$ cat src/rtl/decode_pkg.sv
// Shared opcode/field constants, multdiv FSM encoding and source-register helpers
// for the decode/issue stage.
package decode_pkg;

   localparam logic [4:0] OP_RTYPE = 5'b00000;
   localparam logic [4:0] OP_J     = 5'b00001;
   localparam logic [4:0] OP_BNE   = 5'b00010;
   localparam logic [4:0] OP_JAL   = 5'b00011;
   localparam logic [4:0] OP_JR    = 5'b00100;
   localparam logic [4:0] OP_ADDI  = 5'b00101;
   localparam logic [4:0] OP_BLT   = 5'b00110;
   localparam logic [4:0] OP_SW    = 5'b00111;
   localparam logic [4:0] OP_LW    = 5'b01000;
   localparam logic [4:0] OP_SETX  = 5'b10101;
   localparam logic [4:0] OP_BEX   = 5'b10110;

   localparam logic [4:0] ALU_MUL  = 5'b00110;
   localparam logic [4:0] ALU_DIV  = 5'b00111;

   localparam int OP_HI  = 31;
   localparam int OP_LO  = 27;
   localparam int RD_HI  = 26;
   localparam int RD_LO  = 22;
   localparam int RS_HI  = 21;
   localparam int RS_LO  = 17;
   localparam int RT_HI  = 16;
   localparam int RT_LO  = 12;
   localparam int SH_HI  = 11;
   localparam int SH_LO  = 7;
   localparam int ALU_HI = 6;
   localparam int ALU_LO = 2;
   localparam int IMM_HI = 16;
   localparam int IMM_LO = 0;

   localparam logic [31:0] NOP = 32'd0;

   typedef enum logic {
      IDLE = 1'b0,
      BUSY = 1'b1
   } md_state_e;

   // True when ins takes register r as a source; $0 is never a real dependency.
   function automatic logic reads_reg(input logic [31:0] ins, input logic [4:0] r);
      logic rd_hit;
      logic rs_hit;
      logic rt_hit;
      logic res;
      rd_hit = (ins[RD_HI:RD_LO] == r);
      rs_hit = (ins[RS_HI:RS_LO] == r);
      rt_hit = (ins[RT_HI:RT_LO] == r);
      case (ins[OP_HI:OP_LO])
         OP_RTYPE:              res = rs_hit | rt_hit;
         OP_ADDI, OP_LW:        res = rs_hit;
         OP_SW, OP_BNE, OP_BLT: res = rd_hit | rs_hit;
         OP_JR:                 res = rd_hit;
         OP_J, OP_JAL, OP_SETX, OP_BEX: res = 1'b0;
         default:               res = 1'b0;
      endcase
      return res & (r != 5'd0);
   endfunction

   function automatic logic is_muldiv(input logic [31:0] ins);
      return (ins[OP_HI:OP_LO] == OP_RTYPE) &&
             ((ins[ALU_HI:ALU_LO] == ALU_MUL) || (ins[ALU_HI:ALU_LO] == ALU_DIV));
   endfunction

endpackage

$ cat src/rtl/decode_issue_if.sv
// Fetch->decode inputs and D/X pipeline-register outputs of the decode/issue stage.
// master = fetch/execute side, slave = decode_issue.
interface decode_issue_if #(
   parameter int W = 32
);
   logic [W-1:0] insIn;
   logic [W-1:0] pcIn;
   logic [W-1:0] jIn;
   logic         flush;
   logic         stallA;
   logic         validOut;
   logic [W-1:0] insOut;
   logic [W-1:0] pcOut;
   logic [W-1:0] jOut;
   logic [4:0]   opOut;
   logic [4:0]   rdOut;
   logic [4:0]   rsOut;
   logic [4:0]   rtOut;
   logic [4:0]   shamtOut;
   logic [4:0]   aluOut;
   logic [W-1:0] immOut;
   logic         isLoad;
   logic         mdBusy;

   modport master (
      output insIn, pcIn, jIn, flush,
      input  stallA, validOut, insOut, pcOut, jOut, opOut, rdOut, rsOut,
             rtOut, shamtOut, aluOut, immOut, isLoad, mdBusy
   );

   modport slave (
      input  insIn, pcIn, jIn, flush,
      output stallA, validOut, insOut, pcOut, jOut, opOut, rdOut, rsOut,
             rtOut, shamtOut, aluOut, immOut, isLoad, mdBusy
   );
endinterface

$ cat src/rtl/md_busy_ctr.sv
// Multdiv occupancy tracker: IDLE/BUSY FSM, down-counter and the destination
// register of the in-flight mul/div. Busy for MD_LAT cycles including the issue cycle.
module md_busy_ctr
   import decode_pkg::*;
#(
   parameter int MD_LAT = 32
)(
   input  logic       clock,
   input  logic       aclr,
   input  logic       start_i,
   input  logic [4:0] start_rd_i,
   output logic       busy_o,
   output logic [4:0] busy_rd_o
);
   localparam int CW = $clog2(MD_LAT);

   md_state_e     state_q, state_d;
   logic [CW-1:0] cnt_q, cnt_d;
   logic [4:0]    rd_q, rd_d;

   // FSM, counter and busy-rd registers
   always_ff @(posedge clock) begin
      if (aclr) begin
         state_q <= IDLE;
         cnt_q   <= {CW{1'b0}};
         rd_q    <= 5'd0;
      end else begin
         state_q <= state_d;
         cnt_q   <= cnt_d;
         rd_q    <= rd_d;
      end
   end

   // Leave BUSY on the edge where the count reaches zero
   always_comb begin
      state_d = state_q;
      cnt_d   = cnt_q;
      rd_d    = rd_q;
      case (state_q)
         IDLE: begin
            if (start_i) begin
               state_d = BUSY;
               cnt_d   = CW'(MD_LAT - 1);
               rd_d    = start_rd_i;
            end else begin
               state_d = IDLE;
            end
         end
         BUSY: begin
            cnt_d = cnt_q - CW'(1);
            if (cnt_q == CW'(1)) begin
               state_d = IDLE;
            end else begin
               state_d = BUSY;
            end
         end
         default: begin
            state_d = IDLE;
            cnt_d   = {CW{1'b0}};
         end
      endcase
   end

   assign busy_o    = (state_q == BUSY);
   assign busy_rd_o = rd_q;

endmodule

$ cat src/rtl/decode_issue.sv
// Decode/issue stage: D/X register, field split, load-use and multdiv stalls, flush bubbles.
// MD_INTERLOCK_EN enables the multi-cycle multdiv interlock; otherwise mul/div are single-cycle.
module decode_issue
   import decode_pkg::*;
#(
   parameter int W = 32
`ifdef MD_INTERLOCK_EN
   , parameter int MD_LAT = 32
`endif
)(
   input  logic          clock,
   input  logic          aclr,
   decode_issue_if.slave bus
);
   logic [W-1:0] ins_q, ins_d;
   logic [W-1:0] pc_q, pc_d;
   logic [W-1:0] j_q, j_d;
   logic         valid_q, valid_d;

   logic         lu_hazard;
   logic         md_hazard;
   logic         md_busy;
   logic         stall;

   assign lu_hazard = (ins_q[OP_HI:OP_LO] == OP_LW) &&
                      (ins_q[RD_HI:RD_LO] != 5'd0) &&
                      reads_reg(bus.insIn, ins_q[RD_HI:RD_LO]);

`ifdef MD_INTERLOCK_EN
   logic       md_start;
   logic [4:0] md_rd;

   // A mul/div is issued only when it actually enters D/X
   assign md_start = ~stall & ~bus.flush & is_muldiv(bus.insIn);

   md_busy_ctr #(
      .MD_LAT (MD_LAT)
   ) u_md_busy_ctr (
      .clock      (clock),
      .aclr       (aclr),
      .start_i    (md_start),
      .start_rd_i (bus.insIn[RD_HI:RD_LO]),
      .busy_o     (md_busy),
      .busy_rd_o  (md_rd)
   );

   assign md_hazard = md_busy & (reads_reg(bus.insIn, md_rd) | is_muldiv(bus.insIn));
`else
   assign md_busy   = 1'b0;
   assign md_hazard = 1'b0;
`endif

   // Stall request; a redirect or an empty fetch slot never stalls
   always_comb begin
      if (bus.flush || (bus.insIn == NOP)) begin
         stall = 1'b0;
      end else begin
         stall = lu_hazard | md_hazard;
      end
   end

   // D/X next state: bubble on flush or stall, otherwise take the fetched instruction
   always_comb begin
      ins_d   = NOP;
      pc_d    = {W{1'b0}};
      j_d     = {W{1'b0}};
      valid_d = 1'b0;
      if (bus.flush || stall) begin
         valid_d = 1'b0;
      end else begin
         ins_d   = bus.insIn;
         pc_d    = bus.pcIn;
         j_d     = bus.jIn;
         valid_d = (bus.insIn != NOP);
      end
   end

   // D/X pipeline register
   always_ff @(posedge clock) begin
      if (aclr) begin
         ins_q   <= NOP;
         pc_q    <= {W{1'b0}};
         j_q     <= {W{1'b0}};
         valid_q <= 1'b0;
      end else begin
         ins_q   <= ins_d;
         pc_q    <= pc_d;
         j_q     <= j_d;
         valid_q <= valid_d;
      end
   end

   assign bus.stallA   = stall;
   assign bus.validOut = valid_q;
   assign bus.insOut   = ins_q;
   assign bus.pcOut    = pc_q;
   assign bus.jOut     = j_q;
   assign bus.opOut    = ins_q[OP_HI:OP_LO];
   assign bus.rdOut    = ins_q[RD_HI:RD_LO];
   assign bus.rsOut    = ins_q[RS_HI:RS_LO];
   assign bus.rtOut    = ins_q[RT_HI:RT_LO];
   assign bus.shamtOut = ins_q[SH_HI:SH_LO];
   assign bus.aluOut   = ins_q[ALU_HI:ALU_LO];
   assign bus.immOut   = {{(W - 17){ins_q[IMM_HI]}}, ins_q[IMM_HI:IMM_LO]};
   assign bus.isLoad   = (ins_q[OP_HI:OP_LO] == OP_LW);
   assign bus.mdBusy   = md_busy;

endmodule
$ cat src/flat_wrapper.sv
// flat-port wrapper written by rule: the top's interface ports become plain ports
module decode_issue_flat import decode_pkg::*;
#(
   parameter int W = 32

)
  (clock, aclr, bus_insIn, bus_pcIn, bus_jIn, bus_flush, bus_stallA, bus_validOut, bus_insOut, bus_pcOut, bus_jOut, bus_opOut, bus_rdOut, bus_rsOut, bus_rtOut, bus_shamtOut, bus_aluOut, bus_immOut, bus_isLoad, bus_mdBusy);
  decode_issue_if #(.W(W)) bus_i ();
  input  logic clock;
  input  logic aclr;
  input wire logic [$bits(bus_i.insIn)-1:0] bus_insIn;
  input wire logic [$bits(bus_i.pcIn)-1:0] bus_pcIn;
  input wire logic [$bits(bus_i.jIn)-1:0] bus_jIn;
  input wire logic [$bits(bus_i.flush)-1:0] bus_flush;
  output wire logic [$bits(bus_i.stallA)-1:0] bus_stallA;
  output wire logic [$bits(bus_i.validOut)-1:0] bus_validOut;
  output wire logic [$bits(bus_i.insOut)-1:0] bus_insOut;
  output wire logic [$bits(bus_i.pcOut)-1:0] bus_pcOut;
  output wire logic [$bits(bus_i.jOut)-1:0] bus_jOut;
  output wire logic [$bits(bus_i.opOut)-1:0] bus_opOut;
  output wire logic [$bits(bus_i.rdOut)-1:0] bus_rdOut;
  output wire logic [$bits(bus_i.rsOut)-1:0] bus_rsOut;
  output wire logic [$bits(bus_i.rtOut)-1:0] bus_rtOut;
  output wire logic [$bits(bus_i.shamtOut)-1:0] bus_shamtOut;
  output wire logic [$bits(bus_i.aluOut)-1:0] bus_aluOut;
  output wire logic [$bits(bus_i.immOut)-1:0] bus_immOut;
  output wire logic [$bits(bus_i.isLoad)-1:0] bus_isLoad;
  output wire logic [$bits(bus_i.mdBusy)-1:0] bus_mdBusy;
  assign bus_i.insIn = bus_insIn;
  assign bus_i.pcIn = bus_pcIn;
  assign bus_i.jIn = bus_jIn;
  assign bus_i.flush = bus_flush;
  assign bus_stallA = bus_i.stallA;
  assign bus_validOut = bus_i.validOut;
  assign bus_insOut = bus_i.insOut;
  assign bus_pcOut = bus_i.pcOut;
  assign bus_jOut = bus_i.jOut;
  assign bus_opOut = bus_i.opOut;
  assign bus_rdOut = bus_i.rdOut;
  assign bus_rsOut = bus_i.rsOut;
  assign bus_rtOut = bus_i.rtOut;
  assign bus_shamtOut = bus_i.shamtOut;
  assign bus_aluOut = bus_i.aluOut;
  assign bus_immOut = bus_i.immOut;
  assign bus_isLoad = bus_i.isLoad;
  assign bus_mdBusy = bus_i.mdBusy;
  decode_issue #(.W(W)) u_core (.clock(clock), .aclr(aclr), .bus(bus_i));
endmodule
$ cat config.mk
export PLATFORM = sky130hd
export DESIGN_NAME = decode_issue_flat
export DESIGN_NICKNAME = d
export VERILOG_FILES = /design/src/rtl/decode_pkg.sv /design/src/rtl/decode_issue_if.sv /design/src/rtl/md_busy_ctr.sv /design/src/rtl/decode_issue.sv /design/src/flat_wrapper.sv
export SDC_FILE = /design/constraint.sdc
export NUM_CORES = 1
export LEC_CHECK = 0
export CAP_MARGIN = 20
export CORE_MARGIN = 2
export CORE_UTILIZATION = 37
export CTS_BUF_LIST = sky130_fd_sc_hd__clkbuf_16
export DETAILED_ROUTE_END_ITERATION = 7
export PLACE_DENSITY = 0.85
export SETUP_SLACK_MARGIN = 0.05
export SLEW_MARGIN = 30
export SYNTH_ARGS = -nofsm -noshare
export SYNTH_HDL_FRONTEND = slang
export SYNTH_SLANG_ARGS = --single-unit
$ cat constraint.sdc
create_clock -name clock -period 5.5 [get_ports clock]
set_clock_uncertainty 0.2 [all_clocks]
set_input_delay 1.65 -clock clock [delete_from_list [all_inputs] [get_ports clock]]
set_output_delay 1.65 -clock clock [all_outputs]
set_load 0.03 [all_outputs]
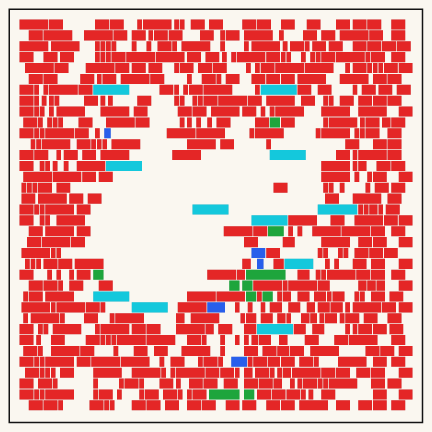
(run_1/drive_strength.png)
(4 px per um)
[drive 3 to 4] green | cells: 10 | share: 1.6%
[drive 2] blue | cells: 5 | share: 0.81%
[drive 1 or less] red | cells: 594 | share: 96%
[drive 6 and up] cyan | cells: 11 | share: 1.8%
layout overhead on the synthesized area: 70.4%
Final WS setup: 0.203 ns

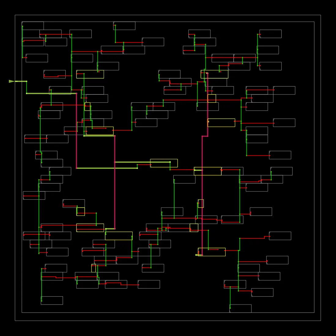
(run_1/final_clocks.png)
number of CTS-inserted buffers: 9
clk ins delay skew pair: 0.33 ns
number of sinks driven by the clock tree: 97
count of clock-net buffers in the final layout: 9

==> results.txt, run 1 <==
The layout was made with Yosys and OpenROAD.

The flow ran to the end, and the final reports show no timing, DRC or antenna violations. The family of cells with the greatest summed delay on the critical path is simple AND/OR/NAND/NOR gates. The number of nets in the final layout is 715.

The logic depth of the worst setup path including buffers is 7. For the pin with the worst max-slew slack, the measured transition is 0.537 ns. Non-clock buffers in the final layout number 264.

The detailed-routed wire length on met2 is 5.79 mm. In this run the critical register-to-register path is captured at u_core.bus.pcOut[12]. The pre-CTS setup slack is 0.207 ns.

The startpoint of the most critical register-to-register path is u_core.bus.insOut[23]. The share of the clock period used by the worst path after layout is 96.3%. The buffer_ports step reported a buffer count of 259. The ratio of total power to cell area is 264 nW/um^2. The TritonCTS clock tree is yes. The routed design shows a via density per instance of 4.49. The number of antenna violations at the first check in global routing is 0. In the synthesized netlist, mux cells make up 0.311% of the area. Together, buffers and inverters on the worst path number 2. The number of hold-repair buffers added at the cts stage is 0. The synthesized netlist was found by Yosys to have 425 cells. The maximum level of the CTS H-tree is 3.

The remaining number of nets flagged by the antenna check after routing is 0. The startpoint of the worst hold path is u_core.bus.insOut[30]. The footprint of the flip-flops and latches is 1940 um^2. For reference, the final report shows the hold violation count at 0. The final layout reports a setup TNS of 0 ns. In this run the cell area of the synthesized design comes to 3620 um^2. The tap cell count is 133. The vertical die dimension reported for this design is 103 um. Counting I/O delays and the setup requirement, the final critical path takes 5.30 ns. Summing all multi-input logic gate instances after layout gives 1130 um^2. Power comes to 0.00163 W. Among all cell classes, the greatest summed area belongs to non-clock buffers. The instance count of the mapped netlist is 425. The worst endpoint required time is 3.65 ns.

The global-route met1 utilization is 18.5%. The report shows a maximum critical-path fanout of 5. Per the gpl log, the routability congestion estimate is 0.851. The endpoint kind of the worst setup timing path is a primary output. Counting distinct cell types in the post-synthesis netlist gives 26. The die area is 10600 um^2.

In this run, the synthesized area fraction spent on xor and xnor cells is recorded as 3.63%. For this block, the via count after detailed routing is 3380. Of the total synthesized cell area, the portion taken by AND, OR, NAND and NOR gates is 24.4%. STA shows the worst min-delay path finishing at u_core.bus.pcOut[8].

The worst setup path startpoint is bus_insIn[29]. The critical path goes through clkdlybuf4s50_1 -> nor4_4 -> nand4_1 -> o22ai_1 -> a32oi_1 -> nor3_2 -> buf_4. Summing the sequential cell areas from Yosys gives 53.6% of the chip area. The number of combinational gates with multiple inputs is 243. The register share of the cell area is 31.5%.

The cell depth of the worst hold path is 6. Signal routing reaches up to met4. The setup-violating endpoint count in the final report is 0. The post-synthesis area per instance is 8.52 um^2.

In the final layout, non-clock buffers account for 43.1% of the cell area. The number of warnings printed during yosys synthesis is 0. The combinational family with the most area after synthesis is simple AND/OR/NAND/NOR gates. The total of flip-flops plus latches after synthesis is 97. Synthesis produced a netlist with a net count of 524. The arrival time at the worst endpoint is 3.45 ns.

For this run, the total global-route usage over all layers was measured as 19.3%. The pin count of the biggest net entering global routing is 52. The antenna diode count is 0. The longest incremental delay of any stage on the critical path is reported as 0.52 ns. The register-to-register setup slack is 3.17 ns. The count of non-CTS inverters in the layout is 1. The routing usage on met2 is 36.5%.

Counting cells, the worst reg-to-reg path comes to 5. The DRC violation total after the first TritonRoute iteration is 92. The end point of the critical path is bus_stallA. Per the repair_timing log after CTS, setup buffers inserted total 0. The maximum resistive drop on vdd is 146 uV.

The clock tree cell share of total cell area is 4.24%. Clock tree synthesis selected as its root buffer the cell sky130_fd_sc_hd__clkbuf_16. The report lists the number of cells resized after CTS as 0.

Per the slew report, the remaining headroom to the max-slew limit stands at 63.9%. The core outline area is 9640 um^2. The max-slew violation count is 0. Across all stage logs, warnings added up to 26. The classification of the worst-slack hold path is reg2reg.

Dividing the detail-routed wire length by the instance count gives 14.5 um. Global routing consumed, on the met3 layer, 7.05% of the routing resources. The die boundary width is 103 um. The yosys synthesis chip area is 3620 um^2. The critical path in this run is classified as in2out. Once the floorplan was initialized, standard cells occupied 37.6% of the core. The detailed router put a total of 3.77 mm of wire on met1. STA classifies the critical path startpoint as a primary input.

The maximum number of buffers from clock root to sink is 2. The peak clock frequency supported by timing is 189 MHz. Setup repair after global routing left no endpoint under its margin. After Yosys synthesis, full adders, half adders and majority gates account for 0.277% of the synthesized area. The power report puts the leakage power at 2.47 nW. The total congestion overflow after global routing is 0. The HPWL after detailed placement is 8.51 mm. The busiest metal layer after global routing is met2.

The global-route wire length before repair is 15.5 mm. Per the post-CTS timing run, clock transition at the registers of the reported paths is 0.06 ns. The amount of wire on met3 after detailed routing is 1.12 mm. Before antenna repair, the detailed router went through 4 iterations. The aoi/oai-family share of the synthesized area is 1.73%. The design has 97 sequential cells. Max-cap violations in this run came to 0. Row generation in the floorplan step produced 36 rows. The number of global-route vias before repair is 3221.

The count of filler cells inserted in the layout is 799. The slowest cell on the critical path is sky130_fd_sc_hd__clkdlybuf4s50_1. The count of pins on the block boundary is 261. The fraction of layout cells with a size suffix above 1 is 4.19%. The DRC violation total left in the routed layout is recorded as 0. Summed over all layers, the routed wires come to 10.9 mm.
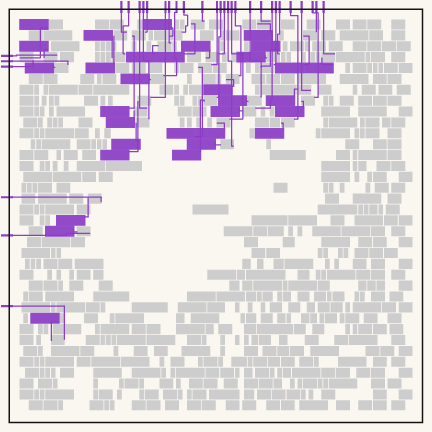
(run_1/port_nets.png)
(4 px per um)
[bus_jOut] purple | bits: 32 | direction: output | end cells: 32 | buffers: 32 | wire: 748 um

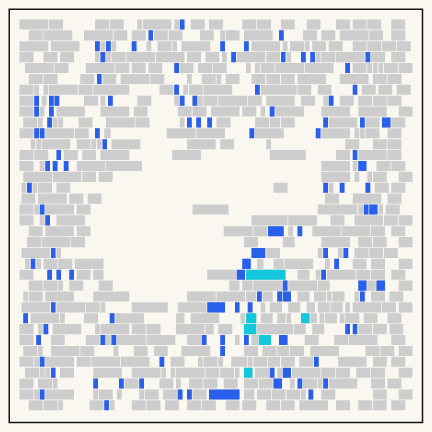
(run_1/gate_families.png)
(4 px per um)
[NOR gates] blue | cells: 113 | where: spread over the die
[inverting AOI/OAI gates] cyan | cells: 6 | where: bottom middle
most frequent logic cell in the layout: sky130_fd_sc_hd__clkdlybuf4s50_1
logic gate fraction of the total cell area: 18.4%
Layout Cells excl Fill: 753

[run 1: sequential cells by signal, indices dropped and copies added (netlist names)]
name,cells
u_core.bus.jOut,32
u_core.bus.validOut,1
u_core.bus.insOut,32
u_core.bus.pcOut,32
[run 1: cells in the final DEF (no fill, tap or decap), types with 2 or more instances in the layout]
master	instances
sky130_fd_sc_hd__clkdlybuf4s50_1	258
sky130_fd_sc_hd__nor2_1	98
sky130_fd_sc_hd__nand2_1	97
sky130_fd_sc_hd__dfxtp_1	97
sky130_fd_sc_hd__nor4_1	11
sky130_fd_sc_hd__xnor2_1	10
sky130_fd_sc_hd__clkbuf_16	9
sky130_fd_sc_hd__xor2_1	5
sky130_fd_sc_hd__buf_4	4
sky130_fd_sc_hd__nand4_1	3
sky130_fd_sc_hd__clkinvlp_4	3
sky130_fd_sc_hd__nand3_1	2
sky130_fd_sc_hd__o22ai_1	2
sky130_fd_sc_hd__clkinv_2	2
[run 1: stage by stage]
step | instances | hold slack [ns] | area [um^2] | utilization, %
floorplan | 425 | 0.909 | 3620 | -
global placement | 737 | 0.883 | 5870 | 60.9
detailed placement | 737 | 0.935 | 5870 | 60.9
CTS | 752 | 0.955 | 6130 | 63.6
global route | 753 | 1.01 | 6170 | 64.0
finish | 753 | 0.953 | 6170 | 64.0
[run 1: report_power, final]
part | internal (W) | switching, W
combinational | 0.000159 | 0.000168
clock | 0.000300 | 0.000255
sequential | 0.000731 | 0.0000156
total | 0.00119 | 0.000439
[run 1: Yosys cell counts]
library cell                 n  area (um^2)
sky130_fd_sc_hd__nor2_1     99          372
sky130_fd_sc_hd__dfxtp_1    97         1940
sky130_fd_sc_hd__nand2_1    97          364
sky130_fd_sc_hd__buf_4      67          503
sky130_fd_sc_hd__clkbuf_1   13         48.8
sky130_fd_sc_hd__nor4_1     11         68.8
sky130_fd_sc_hd__xnor2_1    10         87.6
sky130_fd_sc_hd__xor2_1      5         43.8
sky130_fd_sc_hd__buf_2       4         20.0
sky130_fd_sc_hd__nand4_1     3         18.8
sky130_fd_sc_hd__nand3_1     2         10.0
sky130_fd_sc_hd__nor4_2      2         25.0
sky130_fd_sc_hd__o22ai_1     2         12.5
sky130_fd_sc_hd__a32oi_1     1         8.76
sky130_fd_sc_hd__and2_1      1         6.26
sky130_fd_sc_hd__conb_1      1         3.75
sky130_fd_sc_hd__inv_1       1         3.75
sky130_fd_sc_hd__maj3_1      1         10.0
sky130_fd_sc_hd__mux2_2      1         11.3
sky130_fd_sc_hd__nand2b_1    1         6.26
sky130_fd_sc_hd__nor3_1      1         5.00
sky130_fd_sc_hd__o2111ai_1   1         8.76
sky130_fd_sc_hd__o211ai_1    1         7.51
sky130_fd_sc_hd__o22a_1      1         8.76
sky130_fd_sc_hd__o32ai_2     1         16.3
sky130_fd_sc_hd__or4_1       1         7.51
[run 1: tightest hold or removal path: stages, from the launching register on]
cell and delay, ns:
sky130_fd_sc_hd__dfxtp_1 0.33, sky130_fd_sc_hd__nand2b_1 0.09, sky130_fd_sc_hd__nor4_2 0.05, sky130_fd_sc_hd__o2111ai_1 0.14, sky130_fd_sc_hd__o32ai_4 0.10, sky130_fd_sc_hd__buf_4 0.26, sky130_fd_sc_hd__nor2_1 0.13
==> run 1 -> run 2 <==
Settings changed: MAX_ROUTING_LAYER set to met4.
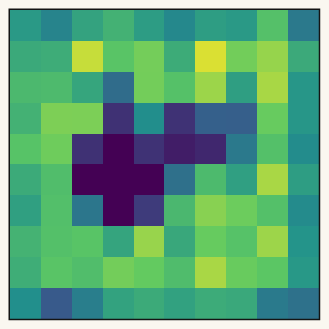
(run_2/density.png)
(3 px per um) The die is cut into 10 by 10 equal tiles; dark purple is low, yellow is high, 0 to 100% covered.
emptiest ninth of the die: middle
nearly empty tiles: 5.0%
fullest tile: 94%
mean over tiles: 57%
tiles over 75% full: 22%

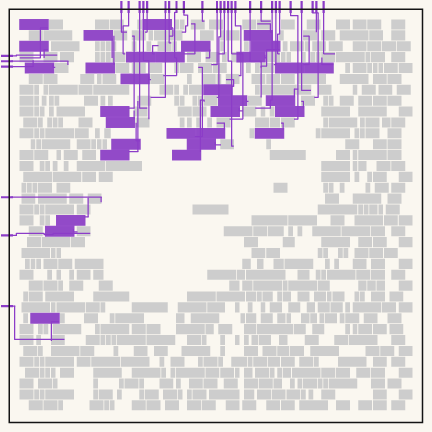
(run_2/port_nets.png)
(4 px per um)
[bus_jOut] purple | bits: 32 | direction: output | end cells: 32 | buffers: 32 | wire: 749 um

==> run 2 against run 1 <==
Net effect:
- combinational power hardly changed
- synthesized cell count stayed put
- clock-buffer cell count stayed put
- via count is 0.24% higher
- non-clock buffer count stayed put
- power hardly changed
- sequential power hardly changed
- final area stayed put
- sequential cell count stayed put
- clock power hardly changed
- critical endpoint unchanged
- largest power group unchanged
- highest routed layer unchanged
==> results.txt, run 2 <==
The layout was made with Yosys and OpenROAD.

The run finished with clean final reports. The TritonCTS clock tree is yes. The tool warning count is 26 (unchanged). The share of the clock period used by the worst path after layout was 96.4% (+0.13 points). The distinct cell type count of the synthesized netlist is 26 (unchanged). The total global-route track usage was 19.9% (+0.52 points). The maximum resistive drop on vdd is 145 uV (-0.29%). The fraction of the core area occupied by cells at floorplan is 37.6% (unchanged). The DRC violation total after the first TritonRoute iteration was 91 (-1.1%). The maximum number of buffers from clock root to sink is 2 (unchanged).

The number of rows created at floorplan is 36 (unchanged). The area share of the leading cell type in the synthesized netlist is 53.6% (unchanged). The post-synthesis area per instance was 8.52 um^2 (unchanged). The number of hold-repair buffers added at the cts stage is 0 (unchanged).

The core outline area was 9640 um^2 (unchanged). The type of the worst setup path is in2out. The worst-case reg-to-reg path depth is 5 (unchanged). The top cell type by instance count after synthesis is sky130_fd_sc_hd__nor2_1. The post-cts resize count is 0 (unchanged).

The library cell used as clock root buffer is sky130_fd_sc_hd__clkbuf_16. The proportion of register bits with asynchronous set or reset after synthesis is 0% (unchanged). The worst endpoint required time is 3.65 ns (about the same). The cell taking the most area after synthesis is sky130_fd_sc_hd__dfxtp_1.

The clock-pin transition on the worst setup and hold timing paths is 0.06 ns (about the same). The max-slew violation count is 0 (unchanged). The number of cells in the design after placement was 737 (unchanged). The detailed-route via count is 3388 (+0.24%). The weighted congestion at the end of routability-driven global placement is 0.865 (+1.6%). The final critical-path required period is 5.30 ns (+0.00707 ns). In the synthesized netlist, the cells that appear most often are 99 x sky130_fd_sc_hd__nor2_1, 97 x sky130_fd_sc_hd__dfxtp_1, 97 x sky130_fd_sc_hd__nand2_1. The cell leakage power was 2.47 nW (unchanged). The post-synthesis net count is 524 (unchanged). The ratio of total power to cell area is 264 nW/um^2 (about the same).

The total congestion overflow after global routing is 0 (unchanged). The post-CTS setup buffer count is 0 (unchanged). The number of nets in the final layout came to 715 (unchanged). The die area is 10600 um^2 (unchanged). Setup repair after global routing left no endpoint under its margin.

The remaining routing DRC violations is 0 (unchanged). The maximum fanout along the worst path is 5 (unchanged). The most common library cell in the layout ignoring fill and taps is sky130_fd_sc_hd__clkdlybuf4s50_1. The pre-CTS setup slack is 0.207 ns (unchanged). The main area contributors are sky130_fd_sc_hd__dfxtp_1 54%, sky130_fd_sc_hd__buf_4 14%, sky130_fd_sc_hd__nor2_1 10%.

The y dimension of the die came to 103 um (unchanged). The smallest hold slack is 0.945 ns (-0.00890 ns). The HPWL after detailed placement is 8.51 mm (unchanged). The least setup slack across all paths after layout is 0.196 ns (-0.00707 ns). The peak clock frequency supported by timing is 189 MHz (-0.13%). The number of cell instances after yosys synthesis is 425 (unchanged).

The detailed-router iteration count before antenna repair is 4 (unchanged). The count of filler cells inserted in the layout is 799 (unchanged). The number of warnings printed during yosys synthesis came to 0 (unchanged). The setup-violating endpoint count in the final report was 0 (unchanged). The accumulated negative setup slack is 0 ns (unchanged). The worst slew slack as a fraction of its limit is 66.1% (+2.2 points). The library cells used most frequently in the layout, excluding fill and tap cells, are 258 x sky130_fd_sc_hd__clkdlybuf4s50_1, 98 x sky130_fd_sc_hd__nor2_1, 97 x sky130_fd_sc_hd__nand2_1, 97 x sky130_fd_sc_hd__dfxtp_1, 11 x sky130_fd_sc_hd__nor4_1. The synthesized cell area is 3620 um^2 (unchanged). The number of input and output port buffers inserted is 259 (unchanged). The final core utilization was 64.0% (unchanged).

The clock sink count was 97 (unchanged). The arrival time at the worst endpoint was 3.45 ns (about the same). The footprint of the flip-flops and latches is 1940 um^2 (unchanged). The area overhead of the layout relative to synthesis came to 70.4% (unchanged). The yosys synthesis chip area is 3620 um^2 (unchanged). The remaining number of nets flagged by the antenna check after routing is 0 (unchanged).

The fraction of layout cells with a size suffix above 1 came to 4.19% (unchanged). The slew at the pin closest to its max-slew limit was 0.504 ns (-0.0326 ns). The post-route non-filler standard cell count is 753 (unchanged). The final hold violation count was 0 (unchanged). The die boundary width is 103 um (unchanged). The cell depth of the worst hold path is 6 (unchanged). The sequential element share of the synthesized area is 53.6% (unchanged). The via density per instance is 4.50 (+0.24%). The maximum level of the CTS H-tree came to 3 (unchanged). The number of antenna violations at the first check in global routing is 0 (unchanged). The most critical min-delay path falls under reg2reg.

The count of flip-flops with a built-in enable after synthesis came to 0 (unchanged). The antenna diode count is 0 (unchanged). The routed wire length per instance is 14.5 um (about the same).

The endpoint kind of the worst setup timing path is a primary output. The instance count of the mapped netlist came to 425 (unchanged). The flip-flop cell with the highest count after synthesis is sky130_fd_sc_hd__dfxtp_1. The worst setup path is launched from a primary input. The pin count of the biggest net entering global routing was 52 (unchanged). The global-route wire length before repair is 15.5 mm (-0.13%). The logic area is 1130 um^2 (unchanged). The clock insertion delay at the later pin of the skew report came to 0.34 ns (about the same).
-- run 2: final timing paths --
path | endpoint | startpoint | slack (ns)
setup / recovery | bus_stallA | bus_insIn[29] | 0.20
hold / removal | u_core.bus.pcOut[8] | u_core.bus.insOut[30] | 0.94
setup reg to reg | u_core.bus.pcOut[12] | u_core.bus.insOut[23] | 3.16
hold reg to reg | u_core.bus.pcOut[8] | u_core.bus.insOut[30] | 0.94
-- run 2: power breakdown --
group | internal [W] | total (W) | switching [W]
combinational | 0.000159 | 0.000327 | 0.000168
sequential | 0.000731 | 0.000747 | 0.0000157
clock | 0.000300 | 0.000556 | 0.000255
-- run 2: routing by layer --
| metal | vias to the layer above | global-route usage (%) | routed length, um |
|---|---|---|---|
| met1 | 1560 | 19.6 | 4030 |
| met5 | - | - | 0 |
| li1 | 1634 | - | - |
| met2 | 176 | 36.6 | 5830 |
| met3 | 18 | 4.88 | 850 |
| met4 | 0 | 8.91 | 234 |
-- run 2: layout make-up --
class	instances	area share (%)
repair buffers	264	43.1
flip-flops and latches	97	31.5
multi-input cells	243	18.4
clock buffers	9	3.65
well taps	133	2.70
clock inverters	6	0.588
inverters	1	0.0609
-- run 2: stage by stage --
stage | power (W) | area (um^2)
after detailed placement | 0.00109 | 5870
after CTS | 0.00164 | 6130
after floorplan | 0.000926 | 3620
after global routing | 0.00169 | 6170
final | 0.00163 | 6170
after global placement | 0.00108 | 5870
-- run 2: cells by family (layout without fill, tap and decap cells) --
logic type,after synthesis,after routing,share of synthesized area (%)
flops,97,97,53.6
buf+inv,85,280,15.9
simple gates,218,218,24.4
xor+xnor,15,15,3.63
mux,1,1,0.311
fa+ha+maj,1,1,0.277
compound gates,7,7,1.73
other cells,1,1,0.104
-- run 2: critical path: stages --
cell,delay (ns)
sky130_fd_sc_hd__clkdlybuf4s50_1,0.52
sky130_fd_sc_hd__nor4_4,0.37
sky130_fd_sc_hd__nand4_1,0.17
sky130_fd_sc_hd__o22ai_1,0.17
sky130_fd_sc_hd__a32oi_1,0.11
sky130_fd_sc_hd__nor3_2,0.26
sky130_fd_sc_hd__buf_4,0.20
Power and IR drop assume default switching activity.
